File: src/rtl/muldiv.sv
// Iterative RV32M multiply/divide unit: 32-cycle shift-add multiply and restoring divide
// with ready/valid handshakes and a single-cycle path for divide-by-zero and signed overflow.
module muldiv (
  input  logic        clk,
  input  logic        reset,
  input  logic        flush,
  input  logic        in_valid,
  output logic        in_ready,
  input  logic [31:0] a,
  input  logic [31:0] b,
  input  logic [2:0]  op,
  output logic        out_valid,
  input  logic        out_ready,
  output logic [31:0] y
);

  typedef enum logic [1:0] {StIdle, StCalc, StDone} state_e;

  localparam logic [2:0] OpMul    = 3'b000;
  localparam logic [2:0] OpMulh   = 3'b001;
  localparam logic [2:0] OpMulhsu = 3'b010;
  localparam logic [2:0] OpMulhu  = 3'b011;
  localparam logic [2:0] OpDiv    = 3'b100;
  localparam logic [2:0] OpDivu   = 3'b101;
  localparam logic [2:0] OpRem    = 3'b110;
  localparam logic [2:0] OpRemu   = 3'b111;

  state_e      state_q, state_d;
  logic [4:0]  cnt_q, cnt_d;
  logic [2:0]  op_q, op_d;
  logic        neg_q, neg_d;     // product / quotient sign
  logic        rneg_q, rneg_d;   // remainder sign
  logic [31:0] mcand_q, mcand_d; // multiplicand magnitude or divisor magnitude
  logic [63:0] acc_q, acc_d;     // mul: {partial, multiplier}; div: {remainder, dividend/quotient}
  logic [31:0] y_q, y_d;

  // Operand decode at accept
  logic        a_signed, b_signed, a_neg, b_neg;
  logic [31:0] a_mag, b_mag;
  logic        div_zero, div_ovf;
  logic [31:0] special_y;

  always_comb begin
    a_signed  = (op == OpMulh) || (op == OpMulhsu) || (op == OpDiv) || (op == OpRem);
    b_signed  = (op == OpMulh) || (op == OpDiv) || (op == OpRem);
    a_neg     = a_signed & a[31];
    b_neg     = b_signed & b[31];
    a_mag     = a_neg ? (~a + 32'd1) : a;
    b_mag     = b_neg ? (~b + 32'd1) : b;
    div_zero  = op[2] && (b == 32'd0);
    div_ovf   = ((op == OpDiv) || (op == OpRem)) &&
                (a == 32'h8000_0000) && (b == 32'hFFFF_FFFF);
    special_y = 32'd0;
    if (div_zero) begin
      special_y = op[1] ? a : 32'hFFFF_FFFF;
    end else if (div_ovf) begin
      special_y = op[1] ? 32'd0 : 32'h8000_0000;
    end
  end

  // One iteration of the shared datapath
  logic [32:0] mul_sum;
  logic [63:0] mul_next;
  logic [32:0] div_shift;
  logic [33:0] div_diff;
  logic [63:0] div_next;
  logic [63:0] iter_next;
  logic        unused_div_bit;

  always_comb begin
    mul_sum        = {1'b0, acc_q[63:32]} + (acc_q[0] ? {1'b0, mcand_q} : 33'd0);
    mul_next       = {mul_sum, acc_q[31:1]};
    div_shift      = {acc_q[63:32], acc_q[31]};
    div_diff       = {1'b0, div_shift} - {2'b00, mcand_q};
    unused_div_bit = div_diff[32];
    // Borrow means the trial subtraction is undone and a zero quotient bit shifts in.
    div_next       = div_diff[33] ? {acc_q[62:0], 1'b0}
                                  : {div_diff[31:0], acc_q[30:0], 1'b1};
    iter_next      = op_q[2] ? div_next : mul_next;
  end

  // Sign correction of the final iteration's result
  logic [63:0] prod_signed;
  logic [31:0] quo, rem;
  logic [31:0] calc_y;

  always_comb begin
    prod_signed = neg_q ? (~iter_next + 64'd1) : iter_next;
    quo         = iter_next[31:0];
    rem         = iter_next[63:32];
    calc_y      = 32'd0;
    unique case (op_q)
      OpMul:                    calc_y = prod_signed[31:0];
      OpMulh, OpMulhsu, OpMulhu: calc_y = prod_signed[63:32];
      OpDiv, OpDivu:            calc_y = neg_q ? (~quo + 32'd1) : quo;
      OpRem, OpRemu:            calc_y = rneg_q ? (~rem + 32'd1) : rem;
      default:                  calc_y = 32'd0;
    endcase
  end

  always_comb begin
    state_d = state_q;
    cnt_d   = cnt_q;
    op_d    = op_q;
    neg_d   = neg_q;
    rneg_d  = rneg_q;
    mcand_d = mcand_q;
    acc_d   = acc_q;
    y_d     = y_q;

    if (flush) begin
      state_d = StIdle;
    end else begin
      unique case (state_q)
        StIdle: begin
          if (in_valid) begin
            op_d = op;
            if (div_zero || div_ovf) begin
              y_d     = special_y;
              state_d = StDone;
            end else begin
              cnt_d   = 5'd31;
              neg_d   = a_neg ^ b_neg;
              rneg_d  = a_neg;
              mcand_d = op[2] ? b_mag : a_mag;
              acc_d   = {32'd0, (op[2] ? a_mag : b_mag)};
              state_d = StCalc;
            end
          end
        end
        StCalc: begin
          acc_d = iter_next;
          if (cnt_q == 5'd0) begin
            y_d     = calc_y;
            state_d = StDone;
          end else begin
            cnt_d = cnt_q - 5'd1;
          end
        end
        StDone: begin
          if (out_ready) begin
            state_d = StIdle;
          end
        end
        default: state_d = StIdle;
      endcase
    end
  end

  always_ff @(posedge clk) begin
    if (reset) begin
      state_q <= StIdle;
      cnt_q   <= 5'd0;
      op_q    <= 3'd0;
      neg_q   <= 1'b0;
      rneg_q  <= 1'b0;
      mcand_q <= 32'd0;
      acc_q   <= 64'd0;
      y_q     <= 32'd0;
    end else begin
      state_q <= state_d;
      cnt_q   <= cnt_d;
      op_q    <= op_d;
      neg_q   <= neg_d;
      rneg_q  <= rneg_d;
      mcand_q <= mcand_d;
      acc_q   <= acc_d;
      y_q     <= y_d;
    end
  end

  assign in_ready  = (state_q == StIdle);
  assign out_valid = (state_q == StDone);
  assign y         = y_q;

endmodule

File: config.mk
export PLATFORM = sky130hd
export DESIGN_NAME = muldiv
export DESIGN_NICKNAME = d
export VERILOG_FILES = /design/src/rtl/muldiv.sv
export SDC_FILE = /design/constraint.sdc
export NUM_CORES = 1
export LEC_CHECK = 0
export CORE_UTILIZATION = 30
export DETAILED_ROUTE_END_ITERATION = 6
export PLACE_DENSITY = 0.45
export SLEW_MARGIN = 0
export SYNTH_ARGS = -nofsm -noshare
export SYNTH_HDL_FRONTEND = slang
export SYNTH_SLANG_ARGS = --single-unit
File: constraint.sdc
create_clock -name clk -period 12.23 [get_ports clk]
set_input_delay 2.446 -clock clk [delete_from_list [all_inputs] [get_ports clk]]
set_output_delay 2.446 -clock clk [all_outputs]
set_load 0.005 [all_outputs]
### Clock distribution

The bar under the picture is 50 um long.
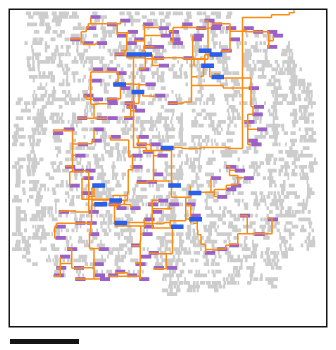
Key: blue = cells driving clock nets [count 17]; orange = clock wires [length 2540 um]; purple = flip-flops [count 140]
There are 18 routed clock nets.
Clock Skews: 0.0154 ns
clk latency late pin: 0.45 ns
clock network power: 539 uW
clock power share: 32.6%

### The metal 3 layer

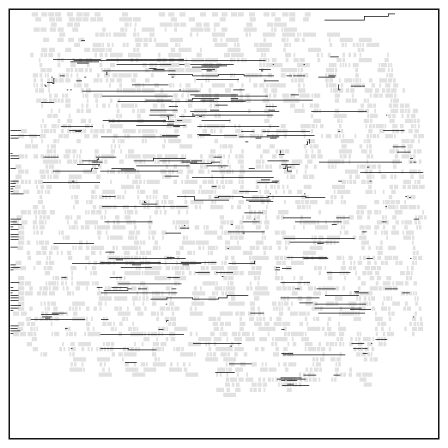
The longest straight run is 103 um. The layer holds 4.9% of the routed length. The layer carries 3470 um of wire.
DRT Wirelength: 71.0 mm
grt met3 use: 2.66%
via count: 17200

### Signal metal coverage by tile

The bar under the picture is 50 um long. 23 x 23 tiles, from white (low) to dark blue (high), scaled to the fullest tile. Values are wire area over tile area, all layers added.
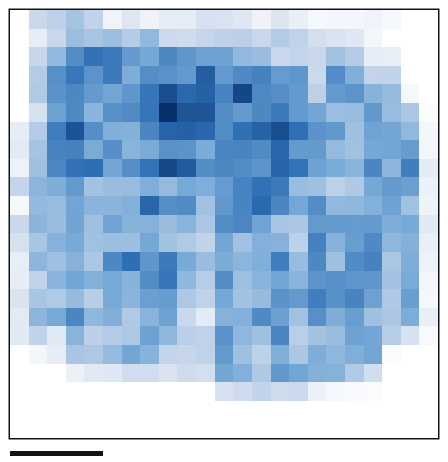
The fullest tile reaches 0.58. The mean over all tiles is 0.21. 16% of the tiles are nearly empty. 35% of the tiles are over half the peak. The emptiest ninth of the die: bottom left.
routed length per instance: 24.1 um
total track usage: 26.4%

==> reports/metrics.csv <==
stage,metric,value,unit
cts,root_buffer,clkbuf_16,
synthesis,yosysTopAreaCellShare,18.1,%
synthesis,syn_area_per_cell,6.95,um2
final_timing,fmax,0.147,GHz
global_route,grt_overflow,0,
final_timing,holdWs,0.490,ns
flow_run,warnings,28,
floorplan,die_area,52700,um2
worst_setup_path,critical_path_required,12.59,ns
final_timing,worst_pin_slew,1.24,ns
detailed_routing,postRouteAntennaNets,0,
synthesis,edf_count,0,
final_layout,max_flop_register,acc_q,
final_timing,max_slew_margin,16.9,%
final_layout,final_area,17700,um2
worst_setup_path,cp_data_arrival_time,7.15,ns
outcome,status,completed,
flow_run,maxCapViolations,0,
cts,clock_path_buffers,2,
pwr,internal-power,966,uW
pwr,ir_drop,0.0867,mV
synthesis,common_cells,"251 x nor2_1, 244 x nand2_1, 203 x a21oi_1",
worst_setup_path,worstSetupPathType,in2reg,
pwr,p_comb_share,36.3,%
final_timing,fin_tns_setup,0,ns
final_layout,drive_gt1_share,5.48,%
final_timing,rsz0062_at_grt,false,
floorplan,fp.dieW,229,um
worst_setup_path,crit_path_start_kind,primary input,
final_layout,antennaDiodeCount,0,
synthesis,synth.distinct_cells,95,
detailed_routing,vias_per_cell,5.85,
synthesis,ys_cells,2234,
synthesis,numSynthFlops,140,
pwr,power.density,93.4,nW/um2
worst_setup_path,r2r-start,mcand_q[22]$_SDFFE_PP0P_,
final_timing,min_period,6.78,ns
synthesis,yosysChipArea,15500,um2
global_route,antenna_found_initial,0,
synthesis,async_flop_share,0,%
synthesis,synth_top_cell_by_count,nor2_1,
placed_design,place_congestion,0.972,
cts,cts_resized,0,
final_timing,finalSetupViolations,0,
synthesis,fp_nets,2379,
worst_setup_path,endpoint_kind,flop,
final_layout,largest_reg_flops,64,
final_layout,fillCellCount,5542,
placed_design,port_buffers,105,
synthesis,syn_inst,2234,
detailed_routing,dr.pass1.iters,5,
worst_hold_path,min_from,mcand_q[2]$_SDFFE_PP0P_,
floorplan,dieHeight,229,um
placed_design,placed_area,17100,um2
cts,cts.sinks,140,
cts,cts.clk_slew.worst_paths,0.07,ns
detailed_routing,drc_errors,0,
placed_design,dp_hpwl,55.6,mm
pwr,p_leak,6.49,nW
floorplan,rows,83,
worst_setup_path,cp_max_fo,62,
pwr,p_sw_share,41.5,%
worst_setup_path,cp-startpoint,b[9],
final_layout,final_nets,2396,
cts,cts_tree,done,
floorplan,fp_util,30.3,%
synthesis,top_cells_by_area,"dfxtp_1 18%, a21oi_1 6.5%, nor2_1 6.1%, nand2_1 5.9%, xnor2_1 5.8%",
synthesis,ff_type,dfxtp_1,
pwr,p_seq_share,31.0,%
cts,cts_setup_buffers,0,
final_timing,finalCritPeriodShare,55.5,%
global_route,grt_max_degree,78,
synthesis,yosysWarningCount,0,
cts,hold_buffers,0,
### A small window of the routed layout

Region (95, 95) to (135, 135) um. Cells in grey, sequential cells in the stronger grey; small squares are vias.
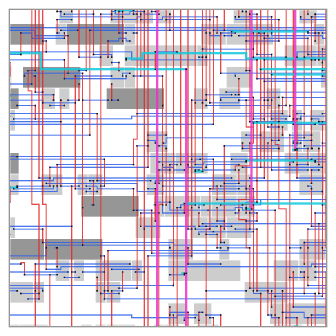
Key: red = met2; cyan = met3; blue = met1; magenta = met4
Netlist names of flops here include `mcand_q` (5), `acc_q` (2). Sequential cells in the window: 7. Most frequent: nand2_1 (11), xnor2_1 (8), dfxtp_1 (7). 81 logic cells have their middle in the window.

### Clock nets

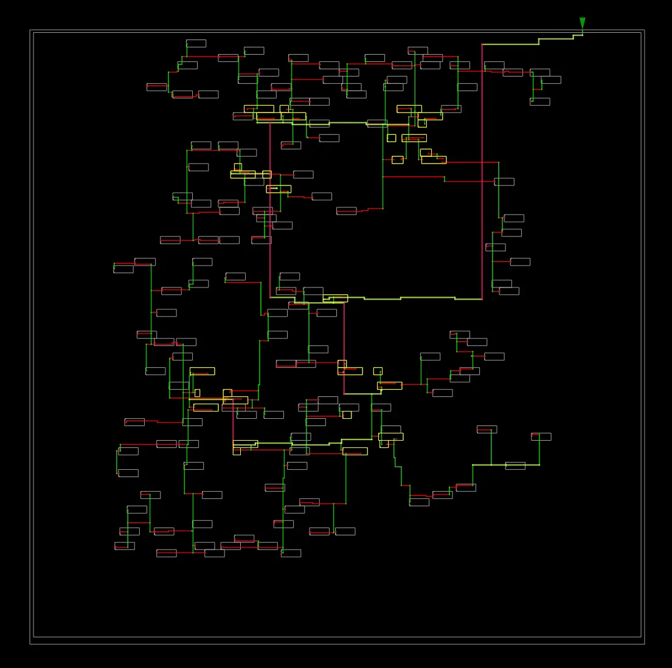
number of CTS-inserted buffers: 17
number of clock-tree buffers in the layout: 17
seq_cells: 140

-- metal layers --
layer,track usage (%),part of all wire (%),vias to the layer above
met4,7.75,2.7,0
met2,43.3,46,540
met1,36.3,46,8365
li1,-,-,8245
met5,0,0,-
met3,2.66,4.9,70
-- worst max-delay path: stages --
cell and delay [ns]:
clkdlybuf4s50_1 0.50, or4_1 0.57, or2_1 0.30, nor3_2 0.34, nand2_1 0.21, nor4b_4 0.53, nor2_1 0.20, or3b_1 0.45
a211oi_4 0.24, buf_4 0.55, o21bai_1 0.18, or4_1 0.53, o211ai_1 0.09
-- per-stage QoR --
step | utilization, % | instances | power [mW] | setup WS, ns
3_3_place_gp | 33.4 | 2912 | 1.11 | 5.11
5_1_grt | 34.5 | 2944 | 1.72 | 5.16
2_1_floorplan | - | 2234 | 0.885 | 6.46
4_1_cts | 34.5 | 2944 | 1.65 | 5.51
6_report | 34.5 | 2944 | 1.65 | 5.45
3_5_place_dp | 33.4 | 2912 | 1.11 | 5.04
-- cells by family (layout without fill, tap and decap cells) --
kind of cell	count (synthesis)	after routing	share of synthesized area [%]
adders and majority gates	73	73	5.98
DFF	140	140	18.1
xor gates and xnor gates	172	172	9.70
and+or+nand+nor	873	873	27.0
AOI/OAI and AO/OA	716	716	30.6
buffers and inverters	208	238	5.28
muxes	52	52	3.36
-- final timing paths --
check | end | slack, ns | cells after the start
min reg2reg | mcand_q[2]$_SDFFE_PP0P_ | 0.49 | 2
min | mcand_q[2]$_SDFFE_PP0P_ | 0.49 | 2
max reg2reg | y[19]$_SDFFE_PP0P_ | 5.60 | 16
max | y[26]$_SDFFE_PP0P_ | 5.45 | 13
-- power by group through the flow --
stage          Clock [mW]  Sequential (mW)  Combinational [mW]
2_1_floorplan           0            0.503               0.382
3_3_place_gp            0            0.521               0.592
3_5_place_dp            0            0.522               0.591
4_1_cts             0.544            0.511               0.594
5_1_grt             0.565            0.515               0.646
6_report            0.539            0.512               0.600
-- area by class of cell --
type                       count  area (um2)  share of cell area (%)
clock inverter                15         151                   0.856
clock buffer                  17         425                    2.41
timing repair buffer         133        1250                    7.09
sequential                   140        2810                    15.9
multi-input combinational   1886       11900                    67.4
tap                          680         851                    4.81
inverter                      73         274                    1.55
-- cell usage in the layout, fill, tap and decap left out, types with 13 or more instances in the layout --
| cell type | n |
|---|---|
| a21o_1 | 28 |
| nor3_1 | 106 |
| buf_4 | 29 |
| a31oi_1 | 29 |
| o31ai_1 | 25 |
| mux2i_1 | 51 |
| nand4_1 | 24 |
| nand2_1 | 244 |
| clkbuf_16 | 17 |
| nor4_1 | 22 |
| o22ai_1 | 18 |
| or2_2 | 15 |
| xnor2_1 | 102 |
| a211oi_1 | 41 |
| clkdlybuf4s50_1 | 103 |
| and2_1 | 48 |
| o211ai_1 | 78 |
| xor2_1 | 70 |
| ha_1 | 71 |
| o21ai_0 | 135 |
| or3_1 | 20 |
| o21ai_1 | 13 |
| dfxtp_1 | 138 |
| o21bai_1 | 14 |
| a311oi_1 | 16 |
| nand3_1 | 55 |
| inv_1 | 69 |
| nor2_1 | 251 |
| a21oi_1 | 203 |
No activity file was given, so power comes from the tool's default toggle rates.
